### src/rtl/systolic_feed_ctrl_pkg.sv
// Shared types and width helpers for the systolic operand feed controller.
package systolic_pkg;

  typedef enum logic [1:0] {IDLE, FEED, DRAIN, DONE} state_e;

  // Row lanes walk along a row of the store; column lanes walk down a column.
  typedef enum logic {LANE_ROW, LANE_COL} lane_mode_e;

  function automatic int clog2_min1(input int v);
    return (v < 2) ? 1 : $clog2(v);
  endfunction

  function automatic int aw_f(input int max_dim);
    return clog2_min1(max_dim * max_dim);
  endfunction

  function automatic int dw_f(input int max_dim);
    return clog2_min1(max_dim + 1);
  endfunction

  function automatic int cw_f(input int max_dim);
    return clog2_min1(3 * max_dim);
  endfunction

  function automatic int lane_lo(input int lane, input int w);
    return lane * w;
  endfunction

endpackage

### src/rtl/systolic_feed_ctrl_lane_skew.sv
// Per-lane diagonal skew: decides whether a lane is live at feed step cnt
// and forms its row-major store address (stride MAX_DIM).
module systolic_lane_skew
  import systolic_pkg::*;
#(
  parameter int MAX_DIM = 4,
  parameter int AW      = aw_f(MAX_DIM),
  parameter int DW      = dw_f(MAX_DIM),
  parameter int CW      = cw_f(MAX_DIM)
) (
  input  logic [CW-1:0] cnt,
  input  logic [DW-1:0] lane,
  input  logic [DW-1:0] dim,
  input  logic          feed,
  input  lane_mode_e    mode,
  output logic          vld,
  output logic [AW-1:0] addr
);

  localparam logic [AW-1:0] STRIDE = AW'(MAX_DIM);

  logic [CW-1:0] lane_c, dim_c, k;
  logic [AW-1:0] lane_a, k_a;

  assign lane_c = CW'(lane);
  assign dim_c  = CW'(dim);
  // k is the inner-product index this lane carries at step cnt
  assign k      = cnt - lane_c;
  assign lane_a = AW'(lane);
  assign k_a    = AW'(k);

  assign vld  = feed && (lane < dim) && (cnt >= lane_c) && (k < dim_c);
  assign addr = !vld ? '0 :
                (mode == LANE_ROW) ? lane_a * STRIDE + k_a : k_a * STRIDE + lane_a;

endmodule

### src/rtl/systolic_feed_ctrl.sv
// Operand sequencer for a MAX_DIM x MAX_DIM systolic array: skewed A/B feed,
// drain, done. Optional macro SYSTOLIC_FEED_TRANSPOSE_B_EN reads B transposed.
module systolic_feed_ctrl
  import systolic_pkg::*;
#(
  parameter int  DATA_WIDTH = 32,
  parameter int  MAX_DIM    = 4,
  localparam int AW         = aw_f(MAX_DIM),
  localparam int DW         = dw_f(MAX_DIM),
  localparam int CW         = cw_f(MAX_DIM)
) (
  input  logic                          clk_i,
  input  logic                          rst_i,
  input  logic                          start_i,
  input  logic [DW-1:0]                 dim_i,
`ifdef SYSTOLIC_FEED_TRANSPOSE_B_EN
  input  logic                          trans_b_i,
`endif
  output logic [MAX_DIM*AW-1:0]         a_addr_o,
  input  logic [MAX_DIM*DATA_WIDTH-1:0] a_data_i,
  output logic [MAX_DIM*AW-1:0]         b_addr_o,
  input  logic [MAX_DIM*DATA_WIDTH-1:0] b_data_i,
  output logic [MAX_DIM*DATA_WIDTH-1:0] left_o,
  output logic [MAX_DIM*DATA_WIDTH-1:0] up_o,
  output logic                          array_clr_o,
  output logic                          array_en_o,
  output logic                          busy_o,
  output logic                          done_o,
  output logic                          err_o
);

  state_e                        state_q, state_d;
  logic [CW-1:0]                 cnt_q, cnt_d;
  logic [DW-1:0]                 dim_q;
  logic                          trans_q, trans_in;
  logic                          clr_q, err_q;
  logic                          start_ok, start_bad, dim_ok, feed;
  logic [CW-1:0]                 last_feed, last_drain;
  logic [MAX_DIM-1:0]            a_vld, b_vld;
  logic [MAX_DIM*DATA_WIDTH-1:0] left_d, up_d;
  lane_mode_e                    b_mode;

`ifdef SYSTOLIC_FEED_TRANSPOSE_B_EN
  assign trans_in = trans_b_i;
`else
  assign trans_in = 1'b0;
`endif

  assign dim_ok     = (dim_i != '0) && (dim_i <= DW'(MAX_DIM));
  assign feed       = (state_q == FEED);
  assign last_feed  = CW'({dim_q, 1'b0}) - CW'(2);
  assign last_drain = CW'(dim_q) - CW'(1);
  // Transposed B walks a row of the store, same pattern as the A side
  assign b_mode     = trans_q ? LANE_ROW : LANE_COL;

  always_comb begin
    state_d   = state_q;
    cnt_d     = cnt_q;
    start_ok  = 1'b0;
    start_bad = 1'b0;
    unique case (state_q)
      IDLE: if (start_i) begin
        if (dim_ok) begin
          state_d  = FEED;
          cnt_d    = '0;
          start_ok = 1'b1;
        end else begin
          start_bad = 1'b1;
        end
      end
      FEED: if (cnt_q == last_feed) begin
        state_d = DRAIN;
        cnt_d   = '0;
      end else begin
        cnt_d = cnt_q + CW'(1);
      end
      DRAIN: if (cnt_q == last_drain) begin
        state_d = DONE;
        cnt_d   = '0;
      end else begin
        cnt_d = cnt_q + CW'(1);
      end
      DONE:    state_d = IDLE;
      default: state_d = IDLE;
    endcase
  end

  for (genvar g = 0; g < MAX_DIM; g++) begin : g_lane
    systolic_lane_skew #(.MAX_DIM(MAX_DIM), .AW(AW), .DW(DW), .CW(CW)) u_a (
      .cnt (cnt_q), .lane(DW'(g)), .dim(dim_q), .feed(feed), .mode(LANE_ROW),
      .vld (a_vld[g]), .addr(a_addr_o[lane_lo(g, AW) +: AW])
    );
    systolic_lane_skew #(.MAX_DIM(MAX_DIM), .AW(AW), .DW(DW), .CW(CW)) u_b (
      .cnt (cnt_q), .lane(DW'(g)), .dim(dim_q), .feed(feed), .mode(b_mode),
      .vld (b_vld[g]), .addr(b_addr_o[lane_lo(g, AW) +: AW])
    );
  end

  always_comb begin
    left_d = '0;
    up_d   = '0;
    for (int i = 0; i < MAX_DIM; i++) begin
      if (a_vld[i]) left_d[lane_lo(i, DATA_WIDTH) +: DATA_WIDTH] = a_data_i[lane_lo(i, DATA_WIDTH) +: DATA_WIDTH];
      if (b_vld[i]) up_d[lane_lo(i, DATA_WIDTH) +: DATA_WIDTH]   = b_data_i[lane_lo(i, DATA_WIDTH) +: DATA_WIDTH];
    end
  end

  always_ff @(posedge clk_i or posedge rst_i) begin
    if (rst_i) begin
      state_q <= IDLE;
      cnt_q   <= '0;
      dim_q   <= '0;
      trans_q <= 1'b0;
      clr_q   <= 1'b0;
      err_q   <= 1'b0;
      left_o  <= '0;
      up_o    <= '0;
    end else begin
      state_q <= state_d;
      cnt_q   <= cnt_d;
      if (start_ok) begin
        dim_q   <= dim_i;
        trans_q <= trans_in;
      end
      clr_q  <= start_ok;
      err_q  <= start_bad;
      left_o <= left_d;
      up_o   <= up_d;
    end
  end

  assign array_clr_o = clr_q;
  assign err_o       = err_q;
  assign busy_o      = (state_q == FEED) || (state_q == DRAIN);
  assign array_en_o  = busy_o;
  assign done_o      = (state_q == DONE);

endmodule

### config.mk
export PLATFORM = sky130hd
export DESIGN_NAME = systolic_feed_ctrl
export DESIGN_NICKNAME = d
export VERILOG_FILES = /design/src/rtl/systolic_feed_ctrl_pkg.sv /design/src/rtl/systolic_feed_ctrl_lane_skew.sv /design/src/rtl/systolic_feed_ctrl.sv
export SDC_FILE = /design/constraint.sdc
export NUM_CORES = 1
export LEC_CHECK = 0
export CAP_MARGIN = 20
export CORE_AREA = 5 5 211 213
export CTS_CLUSTER_SIZE = 16
export DETAILED_ROUTE_END_ITERATION = 7
export DIE_AREA = 0 0 216 218
export GPL_ROUTABILITY_DRIVEN = 0
export SLEW_MARGIN = 20
export SYNTH_ARGS = -nofsm -noshare
export SYNTH_HDL_FRONTEND = slang
export SYNTH_SLANG_ARGS = --single-unit
### constraint.sdc
create_clock -name clk_i -period 27.8 [get_ports clk_i]
set_clock_uncertainty 0.15 [all_clocks]
set_input_delay 4.17 -clock clk_i [delete_from_list [all_inputs] [get_ports clk_i]]
set_output_delay 4.17 -clock clk_i [all_outputs]
set_load 0.03 [all_outputs]
==> images/zoom.png <==
Region (83, 128) to (133, 178) um. Cells in gray, sequential cells in the stronger gray; small squares are vias.
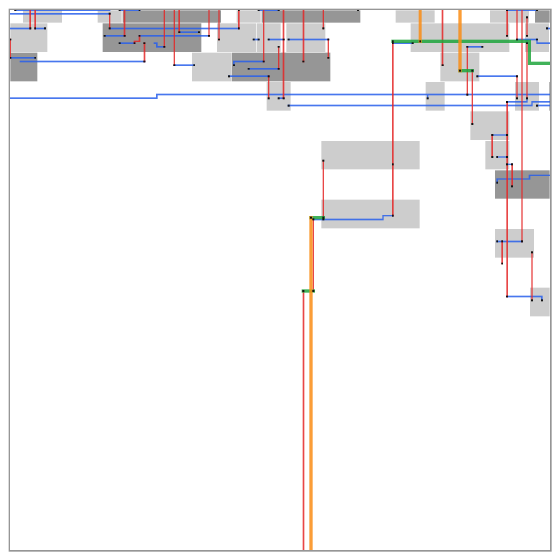
layer	color
met3	green
met4	orange
met1	blue
met2	red
netlist names of flops here include	left_o (2), up_o (1)
cells with their middle in the window	20
sequential cells in the window	3
most frequent	clkdlybuf4s50_1 (7), and2_1 (6)

==> images/pdn.png <==
(2 px per um) Pins as bars on the die edge.
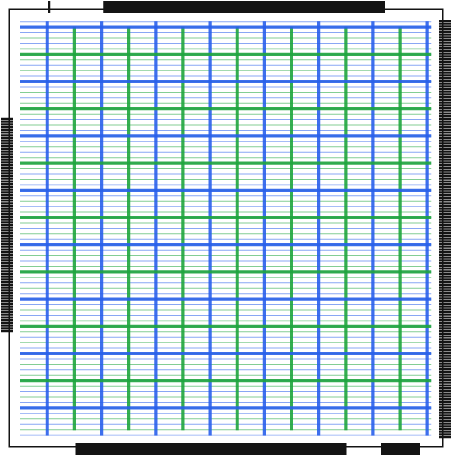
net	color
VSS	blue
VDD	green
met1 rails	77
rows	76
signal pins	555
met5 straps	15

==> flow_summary.ini <==
; physical design summary
[critical_path]
cp-start-kind = flip-flop
crit_type = reg -> out
reg2reg_depth = 8

[layout]
finalNetCount = 1530
drive_gt1_frac = 0.0537
seqCellArea_um2 = 6680

[place]
postPlaceCellArea_um2 = 15500
placed_cells_incl_taps = 1757

[route]
via_count = 7029
drtIter0Drc = 356

[min_path]
whs_path_depth = 1

[clock_network]
clockRootBuffer = clkbuf_16
cts_sinks = 267
cts_tree = built
cts_made_buffers = 30
ctsLongestPathBuffers = 3

[synth]
adder_share = 0.0328
postSynthSeqShare = 0.701
synth_cells = 701
topCombFamilyByArea = simple AND/OR/NAND/NOR gates
yosysMostFrequentCell = dfrtp_1
yosysTopAreaCell = dfrtp_1
synth-main-ff-cell = dfrtp_1

[timing]
timing.fmax_mhz = 117
hold_viol = 0
fin_tns_setup_ns = 0
tightest_slew_ns = 0.930

[run]
warnings = 41
cap_violations = 0

[status]
run_status = finished clean

[power_and_ir_drop]
vdd_drop_max_mv = 0.0433

[global_routing]
antenna_found_initial = 3
grt_pass1_vias = 7625

[die]
num_rows = 76
==> images/final_placement.png <==
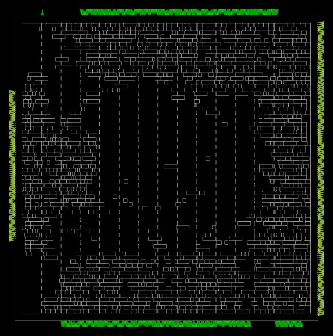
Tapcell Cnt: 546
share of the core filled with cells: 0.389
core region area: 42500 um^2
register share of the cell area: 0.404
Finished Layout Cells: 1814

-- critical path, cell delays in order (launching register included) --
cell and delay [ns]:
dfrtp_1 0.62, inv_1 0.24, ha_1 0.43, inv_1 0.06, ha_1 0.26, nor2b_1 0.13
o21ai_1 0.11, o211ai_1 0.17, nor4_1 0.80, clkdlybuf4s50_1 0.88
-- worst max-delay path by stage --
| stage | start | end | cells after the start | slack, ns |
|---|---|---|---|---|
| 2_1_floorplan | rst_i | array_clr_o$_DFF_PP0_ | 1 | 16.13 |
| 3_3_place_gp | cnt_q[1]$_DFFE_PP0P_ | a_addr_o[7] | 11 | 19.75 |
| 3_5_place_dp | cnt_q[1]$_DFFE_PP0P_ | a_addr_o[7] | 11 | 19.71 |
| 4_1_cts | cnt_q[1]$_DFFE_PP0P_ | a_addr_o[7] | 11 | 19.09 |
| 5_1_grt | cnt_q[1]$_DFFE_PP0P_ | a_addr_o[7] | 11 | 18.92 |
| 6_report | cnt_q[1]$_DFFE_PP0P_ | b_addr_o[7] | 9 | 19.23 |
-- cells by family after synthesis --
family / after synthesis
adders and majority gates: 25
buffers and inverters: 65
and+or+nand+nor: 307
muxes: 3
other: 1
AOI/OAI and AO/OA: 24
xor gates and xnor gates: 9
DFF: 267
-- flip-flops by register name, indices dropped and copies added, names as in the netlist --
name	count
left_o	128
up_o	128
cnt_q	4
dim_q	3
state_q	2
array_clr_o	1
err_o	1
-- per-layer routing --
layer	wire, um	vias up	track usage
met1	12500	3400	0.154
met2	17100	320	0.235
met4	962	4	0.0488
met3	2960	56	0.0444
li1	-	3249	-
met5	25	-	0
-- per-stage QoR --
| step | hold slack, ns | setup WS, ns |
|---|---|---|
| floorplan | 0.362 | 16.13 |
| global placement | 0.376 | 19.75 |
| detailed placement | 0.404 | 19.71 |
| CTS | 0.418 | 19.09 |
| global route | 0.451 | 18.92 |
| finish | 0.409 | 19.23 |
-- layout by cell type (no fill, tap or decap), types with 2 or more instances in the layout --
master / count
a21oi_1: 2
a31oi_1: 2
and2_1: 263
buf_4: 7
bufinv_16: 2
clkbuf_1: 7
clkbuf_16: 31
clkbuf_8: 9
clkdlybuf4s50_1: 549
clkinv_2: 3
clkinvlp_4: 3
conb_1: 5
dfrtp_1: 267
diode_2: 2
ha_1: 25
inv_1: 13
mux2_2: 2
nand2_1: 9
nand3_1: 2
nor2_1: 6
nor2b_1: 6
nor3_1: 6
nor3_2: 3
nor3b_1: 2
nor4_1: 3
o2111ai_1: 2
o21ai_0: 5
o21ai_1: 2
o221ai_1: 2
o41a_1: 2
xnor2_1: 8
-- final cells by class --
cell class / instances / share of cell area
clock inverters: 8 / 0.00590
flip-flops and latches: 267 / 0.404
multi-input cells: 373 / 0.153
clock buffers: 47 / 0.0560
inverters: 15 / 0.00386
well taps: 546 / 0.0413
diodes: 2 / 0.000303
repair buffers: 556 / 0.336
-- power breakdown --
| group | internal, uW | switching [uW] |
|---|---|---|
| Clock | 246 | 157 |
| Sequential | 422 | 17.1 |
| Combinational | 139 | 174 |
No activity file was given, so power comes from the tool's default toggle rates.
